### src/rtl/sync_fifo.sv
// Single-clock FIFO with binary wrap pointers, combinational status decodes and
// a choice of registered-read or first-word-fall-through output.
module sync_fifo #(
   parameter int DATA_SIZE  = 8,
   parameter int ADDR_SIZE  = 4,
   parameter int FWFT       = 0,
   parameter int AFULL_LVL  = (1 << ADDR_SIZE) - 2,
   parameter int AEMPTY_LVL = 2
) (
   input  logic                 clk,
   input  logic                 rst,
   input  logic [DATA_SIZE-1:0] w_data,
   input  logic                 w_en,
   input  logic                 r_en,
   output logic [DATA_SIZE-1:0] r_data,
   output logic                 w_full,
   output logic                 w_almost_full,
   output logic                 r_empty,
   output logic                 r_almost_empty,
   output logic [ADDR_SIZE:0]   count,
   output logic                 overflow,
   output logic                 underflow
);

   localparam int DEPTH = 1 << ADDR_SIZE;
   localparam logic [ADDR_SIZE:0] DEPTH_C  = (ADDR_SIZE+1)'(DEPTH);
   localparam logic [ADDR_SIZE:0] AFULL_C  = (ADDR_SIZE+1)'(AFULL_LVL);
   localparam logic [ADDR_SIZE:0] AEMPTY_C = (ADDR_SIZE+1)'(AEMPTY_LVL);
   localparam logic [ADDR_SIZE:0] PTR_ONE  = (ADDR_SIZE+1)'(1);

   logic [DATA_SIZE-1:0] r_mem [DEPTH];
   logic [ADDR_SIZE:0]   r_wptr;
   logic [ADDR_SIZE:0]   r_rptr;
   logic                 r_ovf;
   logic                 r_udf;

   logic [ADDR_SIZE:0]   w_count;
   logic                 w_full_i;
   logic                 w_empty_i;
   logic                 w_wr_acc;
   logic                 w_rd_acc;

   // Handshake: w_en/r_en are requests sampled at the rising edge; a request is
   // taken only when the FIFO can honour it (not full / not empty), otherwise it
   // is dropped and only the matching sticky error flag records it.
   assign w_count   = r_wptr - r_rptr;
   assign w_full_i  = (w_count == DEPTH_C);
   assign w_empty_i = (w_count == '0);
   assign w_wr_acc  = w_en & ~w_full_i;
   assign w_rd_acc  = r_en & ~w_empty_i;

   assign count          = w_count;
   assign w_full         = w_full_i;
   assign r_empty        = w_empty_i;
   assign w_almost_full  = (w_count >= AFULL_C);
   assign r_almost_empty = (w_count <= AEMPTY_C);
   assign overflow       = r_ovf;
   assign underflow      = r_udf;

   // Storage is deliberately left uncleared by reset; pointers alone decide visibility.
   always_ff @(posedge clk) begin
      if (!rst && w_wr_acc) begin
         r_mem[r_wptr[ADDR_SIZE-1:0]] <= w_data;
      end
   end

   always_ff @(posedge clk) begin
      if (rst) begin
         r_wptr <= '0;
         r_rptr <= '0;
         r_ovf  <= 1'b0;
         r_udf  <= 1'b0;
      end else begin
         if (w_wr_acc) begin
            r_wptr <= r_wptr + PTR_ONE;
         end
         if (w_rd_acc) begin
            r_rptr <= r_rptr + PTR_ONE;
         end
         if (w_en && w_full_i) begin
            r_ovf <= 1'b1;
         end
         if (r_en && w_empty_i) begin
            r_udf <= 1'b1;
         end
      end
   end

   generate
      if (FWFT == 0) begin : g_std
         logic [DATA_SIZE-1:0] r_rdata;

         always_ff @(posedge clk) begin
            if (rst) begin
               r_rdata <= '0;
            end else if (w_rd_acc) begin
               r_rdata <= r_mem[r_rptr[ADDR_SIZE-1:0]];
            end
         end

         assign r_data = r_rdata;
      end else begin : g_fwft
         // Head word shown directly; zero while empty so stale words never leak out.
         assign r_data = w_empty_i ? '0 : r_mem[r_rptr[ADDR_SIZE-1:0]];
      end
   endgenerate

endmodule

### config.mk
export PLATFORM = sky130hd
export DESIGN_NAME = sync_fifo
export DESIGN_NICKNAME = d
export VERILOG_FILES = /design/src/rtl/sync_fifo.sv
export SDC_FILE = /design/constraint.sdc
export NUM_CORES = 1
export LEC_CHECK = 0
export ABC_AREA = 1
export CAP_MARGIN = 20
export CORE_UTILIZATION = 45
export CTS_CLUSTER_SIZE = 14
export DETAILED_ROUTE_END_ITERATION = 10
export PLACE_DENSITY = 0.63
export SYNTH_ARGS = -nofsm -noshare
export SYNTH_HDL_FRONTEND = slang
export SYNTH_SLANG_ARGS = --single-unit
### constraint.sdc
create_clock -name clk -period 6.35 [get_ports clk]
set_input_delay 0.9525 -clock clk [delete_from_list [all_inputs] [get_ports clk]]
set_output_delay 0.9525 -clock clk [all_outputs]
set_load 0.02 [all_outputs]
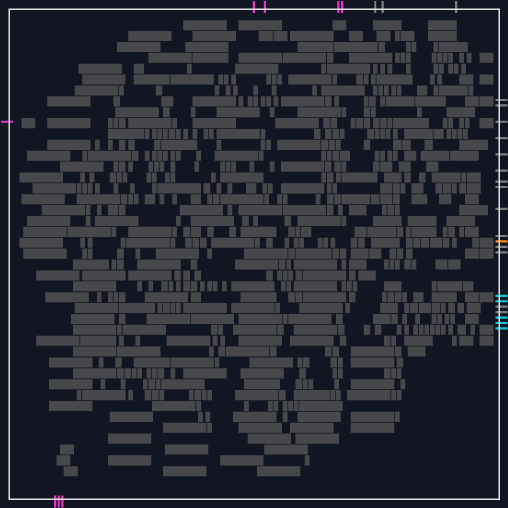
Run 1: I/O pins on the die edge
Scale: 4 px per µm. Pins as bars across the die edge, other pins in gray.
`w_data`: shown in magenta, pins 8, direction input, edge 4 top, 3 bottom, 1 left. `count`: shown in cyan, pins 5, direction output, edge right. `overflow`: shown in orange, pins 1, direction output, edge right.
All pins by edge: 20 right, 7 top, 3 bottom, 1 left.

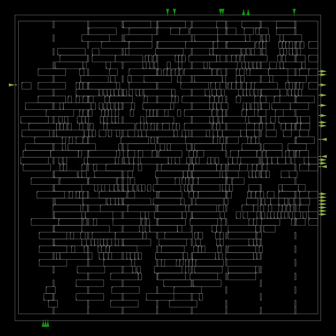
Run 1: placed standard cells
Rows: 43
core area: 0.01399 mm²
FILL cells: 1,217
tap cell count: 180
Non-Filler Instances: 853

==> run_results.csv, run 1 <==
group,metric,value,unit
status,status,"complete, no violations",
die,dieHeight,122.1,µm
timing,tightest_slew,1.089,ns
die,die-area,0.01491,mm²
setup_path,cp-end-kind,"output port",
setup_path,path_depth,8,
power_and_ir_drop,peakVddDrop,0.2013,mV
setup_path,crit_arrival,3.18,ns
setup_path,endpoint,"w_full",
synth,syn_area,0.006492,mm²
synth,syn_inst,629,
setup_path,cpPeakStageDelay,0.62,ns
cts,postCtsSetupBuffers,0,
setup_path,path_max_fanout,14,
die,io_pins,31,
min_path,worstHoldStart,"underflow",
timing,hold_viol,0,
synth,ys.warnings.count,0,
timing,rsz0062_at_grt,"no",
cells_and_area,drive_gt1_share,8.618,%
min_path,whs_path_depth,2,
timing,fmax,242.0,MHz
cts,postCtsHoldBufs,0,
setup_path,r2r_end,"r_mem[0][0]",
global_route,track_usage,21.08,%
cts,clkTransAtPathRegs,0.06,ns
cells_and_area,largest_register_ffs,128,
drt,wl_per_cell,16.89,µm
synth,yosysTopAreaCellShare,59.20,%
setup_path,ff2ff_setup_slack,2.84,ns
synth,async_reset_ff_share,0,%
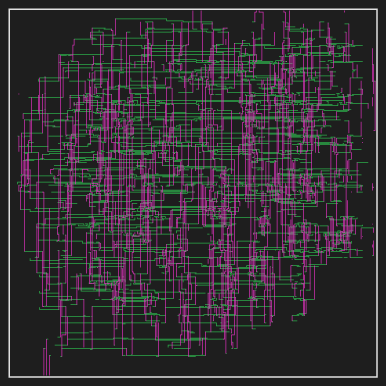
Run 1: metal layers overlaid
Scale: 3 px per µm. Only two layers are drawn.
metal 2: shown in magenta, wire length 6,670 µm. metal 1: shown in green, wire length 6,390 µm.

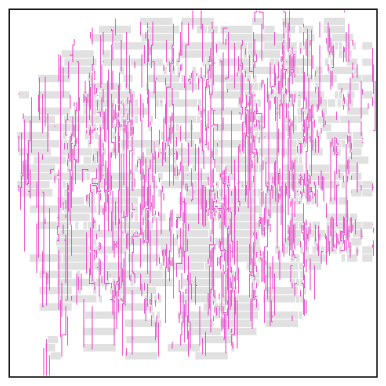
Run 1: M2 wires
Scale: 3 px per µm. Cells faint in the background.
The longest straight run is 50.7 µm. The wires run mostly vertical. The layer holds 46% of the routed length. The layer carries 6,670 µm of wire. 515 nets have wire on it.
met2 GRT Util: 32.59%
vias: 4,421
DRT Wirelength: 14,410 µm

[run 1: synthesized netlist by cell type, types with 9 or more instances]
| library cell | count |
|---|---|
| nor2_1 | 116 |
| inv_1 | 29 |
| o21ai_0 | 55 |
| ha_1 | 9 |
| nand3_1 | 39 |
| dfxtp_1 | 20 |
| edfxtp_1 | 128 |
| nor3_1 | 16 |
| clkinv_1 | 9 |
| nand2_1 | 137 |
| buf_2 | 15 |
[run 1: area by class of cell]
| type | count | area [µm²] | share of cell area, % |
|---|---|---|---|
| clock buffers | 21 | 440.4 | 5.879 |
| flip-flops and latches | 148 | 4245 | 56.67 |
| inverters | 40 | 150.1 | 2.004 |
| clock inverters | 11 | 111.4 | 1.487 |
| well taps | 180 | 225.2 | 3.007 |
| repair buffers | 41 | 377.9 | 5.044 |
| multi-input cells | 412 | 1941 | 25.91 |
[run 1: logic make-up after synthesis]
| kind of cell | after synthesis | share of synthesized area, % |
|---|---|---|
| compound gates | 71 | 5.801 |
| xor+xnor | 9 | 1.214 |
| fa+ha+maj | 10 | 2.043 |
| buf+inv | 69 | 4.741 |
| flops | 148 | 65.37 |
| simple gates | 322 | 20.83 |
[run 1: through the flow]
stage | util, % | cell area, µm² | setup slack, ns | cells | total power [µW]
floorplan | - | 6492 | 3.096 | 629 | 1934
global placement | 49.16 | 6877 | 2.723 | 812 | 2256
detailed placement | 49.21 | 6884 | 2.646 | 813 | 2272
CTS | 53.16 | 7436 | 2.202 | 845 | 3204
global route | 53.55 | 7491 | 1.963 | 853 | 3374
finish | 53.55 | 7491 | 2.218 | 853 | 3189
[run 1: report_power, final]
part	internal (µW)	switching, µW
combinational	382	733
clock	572	364
sequential	1110	25.3
Run 1, a small window of the routed layout:
Window x 41 to 81, y 41 to 81 µm. Cells in gray, sequential cells in the stronger gray; small squares are vias.
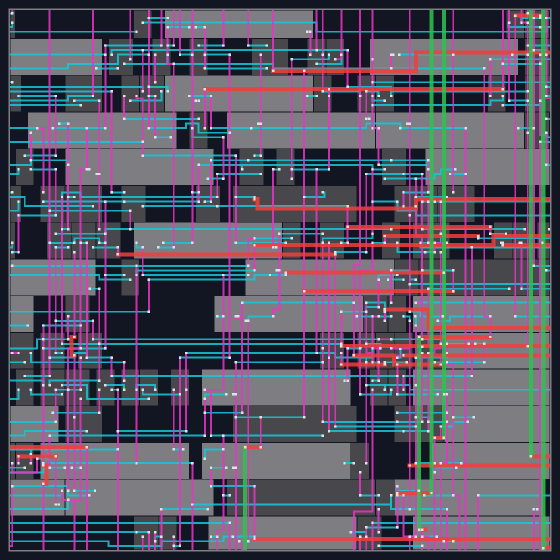

## Run 2: what changed since run 1
==> constraint.sdc (replaced) <==
create_clock -name clk -period 4 [get_ports clk]
set_input_delay 0.6 -clock clk [delete_from_list [all_inputs] [get_ports clk]]
set_output_delay 0.6 -clock clk [all_outputs]
set_load 0.02 [all_outputs]
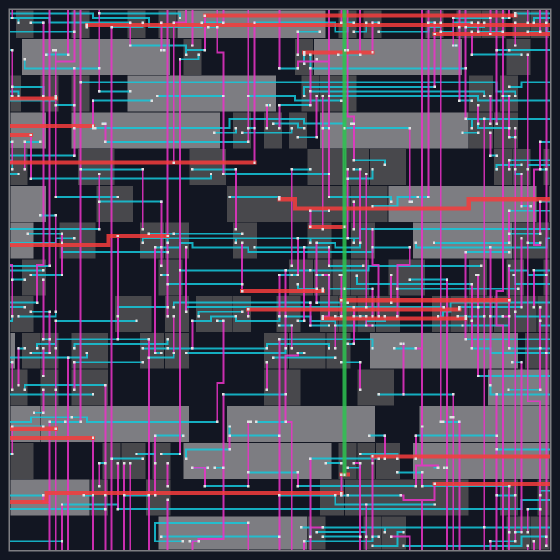
Run 2: a small window of the routed layout
Window x 41 to 81, y 41 to 81 µm. Cells in gray, sequential cells in the stronger gray; small squares are vias.
metal 1: shown in cyan. metal 2: shown in magenta. metal 3: shown in red. metal 4: shown in green.
116 logic cells have their middle in the window. Most frequent: nand2_1 (20), nor2_1 (17), buf_4 (16). Sequential cells in the window: 17. Netlist names of flops here include `r_mem` (15), `r_wptr` (2).

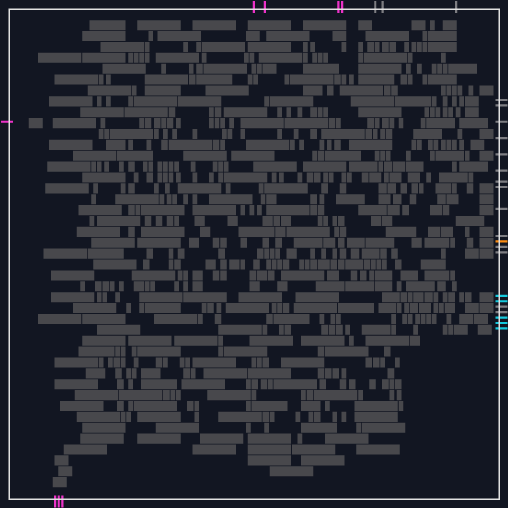
Run 2: I/O pins on the die edge
Scale: 4 px per µm. Pins as bars across the die edge, other pins in gray.
`overflow`: shown in orange, pins 1, direction output, edge right. `count`: shown in cyan, pins 5, direction output, edge right. `w_data`: shown in magenta, pins 8, direction input, edge 4 top, 3 bottom, 1 left.
All pins by edge: 20 right, 7 top, 3 bottom, 1 left.

==> run 2 against run 1 <==
Compared with the run above:
- sequential power increased by 58%
- die area unchanged
- power increased by 57%
- cell count increased by 1.1%
- sequential cell count unchanged
- critical path type unchanged
- register-to-register slack got worse by 1.5 ns
- routed wire length increased by 0.81%
- worst setup slack got worse by 1.8 ns
- hold slack got worse by 0.00068 ns
- non-clock buffer count increased by 9
==> run_results.csv, run 2 <==
group,metric,value,unit
status,status,"complete, no violations",
power_and_ir_drop,peakVddDrop,0.3336,mV
die,dieHeight,122.1,µm
cts,postCtsSetupBuffers,0,
setup_path,crit_arrival,2.95,ns
power_and_ir_drop,seq_power_share,36.0,%
synth,top_cells_by_count,"nand2_1, edfxtp_1, nor2_1",
cts,clkTransAtPathRegs,0.06,ns
cells_and_area,n_all_inverters,40,
power_and_ir_drop,power.internal,3251,µW
placed_design,dp_cells,830,
setup_path,endpoint,"w_full",
die,die-area,0.01491,mm²
timing,fmax,281.8,MHz
cells_and_area,buffers,50,
die,nWellTaps,180,
cells_and_area,regArea,0.004245,mm²
cells_and_area,fin_area,0.007550,mm²
synth,async_reset_ff_share,0,%
synth,syn_inst,629,
power_and_ir_drop,clockPowerShare,28.7,%
power_and_ir_drop,pwr-share-comb,35.4,%
synth,syn_area,0.006492,mm²
cells_and_area,clkbuf_count,27,
power_and_ir_drop,power.switching,1768,µW
timing,layout_setup_ws,0.4510,ns
cells_and_area,ff_count,148,
cells_and_area,sh_seq_area,56.23,%
cells_and_area,fillerInstances,1238,
cells_and_area,logic_gates,412,
cells_and_area,comb_area_share,25.70,%
die,rows,43,
cts,postCtsHoldBufs,0,
placed_design,place_ws,0.9091,ns
cells_and_area,comb_area,0.001941,mm²
synth,ys.warnings.count,0,
synth,top_cell,"nand2_1",
global_route,track_usage,20.98,%
drt,wl_per_cell,16.85,µm
setup_path,path_max_fanout,25,
cells_and_area,fin_util,53.97,%
timing,hold_viol,0,
cells_and_area,clkCellAreaFrac,7.126,%
timing,rsz0062_at_grt,"no",
drt,vias,4422,
cells_and_area,layout.cells.non_filler,862,
==> run 2: logic make-up (layout without fill, tap and decap cells) <==
| group | count (synthesis) | count (layout) | synth area share, % |
|---|---|---|---|
| flip-flops | 148 | 148 | 65.37 |
| AND/OR/NAND/NOR | 322 | 322 | 20.83 |
| AND-OR/OR-AND | 71 | 71 | 5.801 |
| adder cells (fa/ha/maj) | 10 | 10 | 2.043 |
| XOR/XNOR | 9 | 9 | 1.214 |
| buffers and inverters | 69 | 122 | 4.741 |
==> run 2: metal layers <==
layer  track usage, %  vias up  wire, µm
met1            28.22     2100      6540
met3            5.103       12       749
met5                0        -         0
met2            33.30      118      7073
li1                 -     2192         -
met4            7.012        0       160
==> run 2: power by group through the flow <==
stage	clock, µW	combinational, µW	sequential [µW]
3_5_place_dp	0	1780	1840
4_1_cts	1470	1780	1810
2_1_floorplan	0	1170	1900
3_3_place_gp	0	1760	1830
5_1_grt	1520	1980	1810
6_report	1440	1770	1800
==> run 2: worst min-delay path: stages, from the launching register on <==
cell and delay, ns:
dfxtp_1 0.33, a21oi_1 0.04, nor2_1 0.07
==> run 2: how the worst min path moves through the flow <==
| stage | from | end | slack [ns] | cells after the start |
|---|---|---|---|---|
| 2_1_floorplan | r_rptr[3] | r_rptr[3] | 0.46 | 2 |
| 3_5_place_dp | overflow | overflow | 0.47 | 2 |
| 3_3_place_gp | underflow | underflow | 0.45 | 2 |
| 6_report | overflow | overflow | 0.47 | 2 |
| 4_1_cts | r_rptr[3] | r_rptr[3] | 0.48 | 2 |
| 5_1_grt | overflow | overflow | 0.50 | 2 |
Power figures rest on the tool's default switching activity, not on a simulated workload.
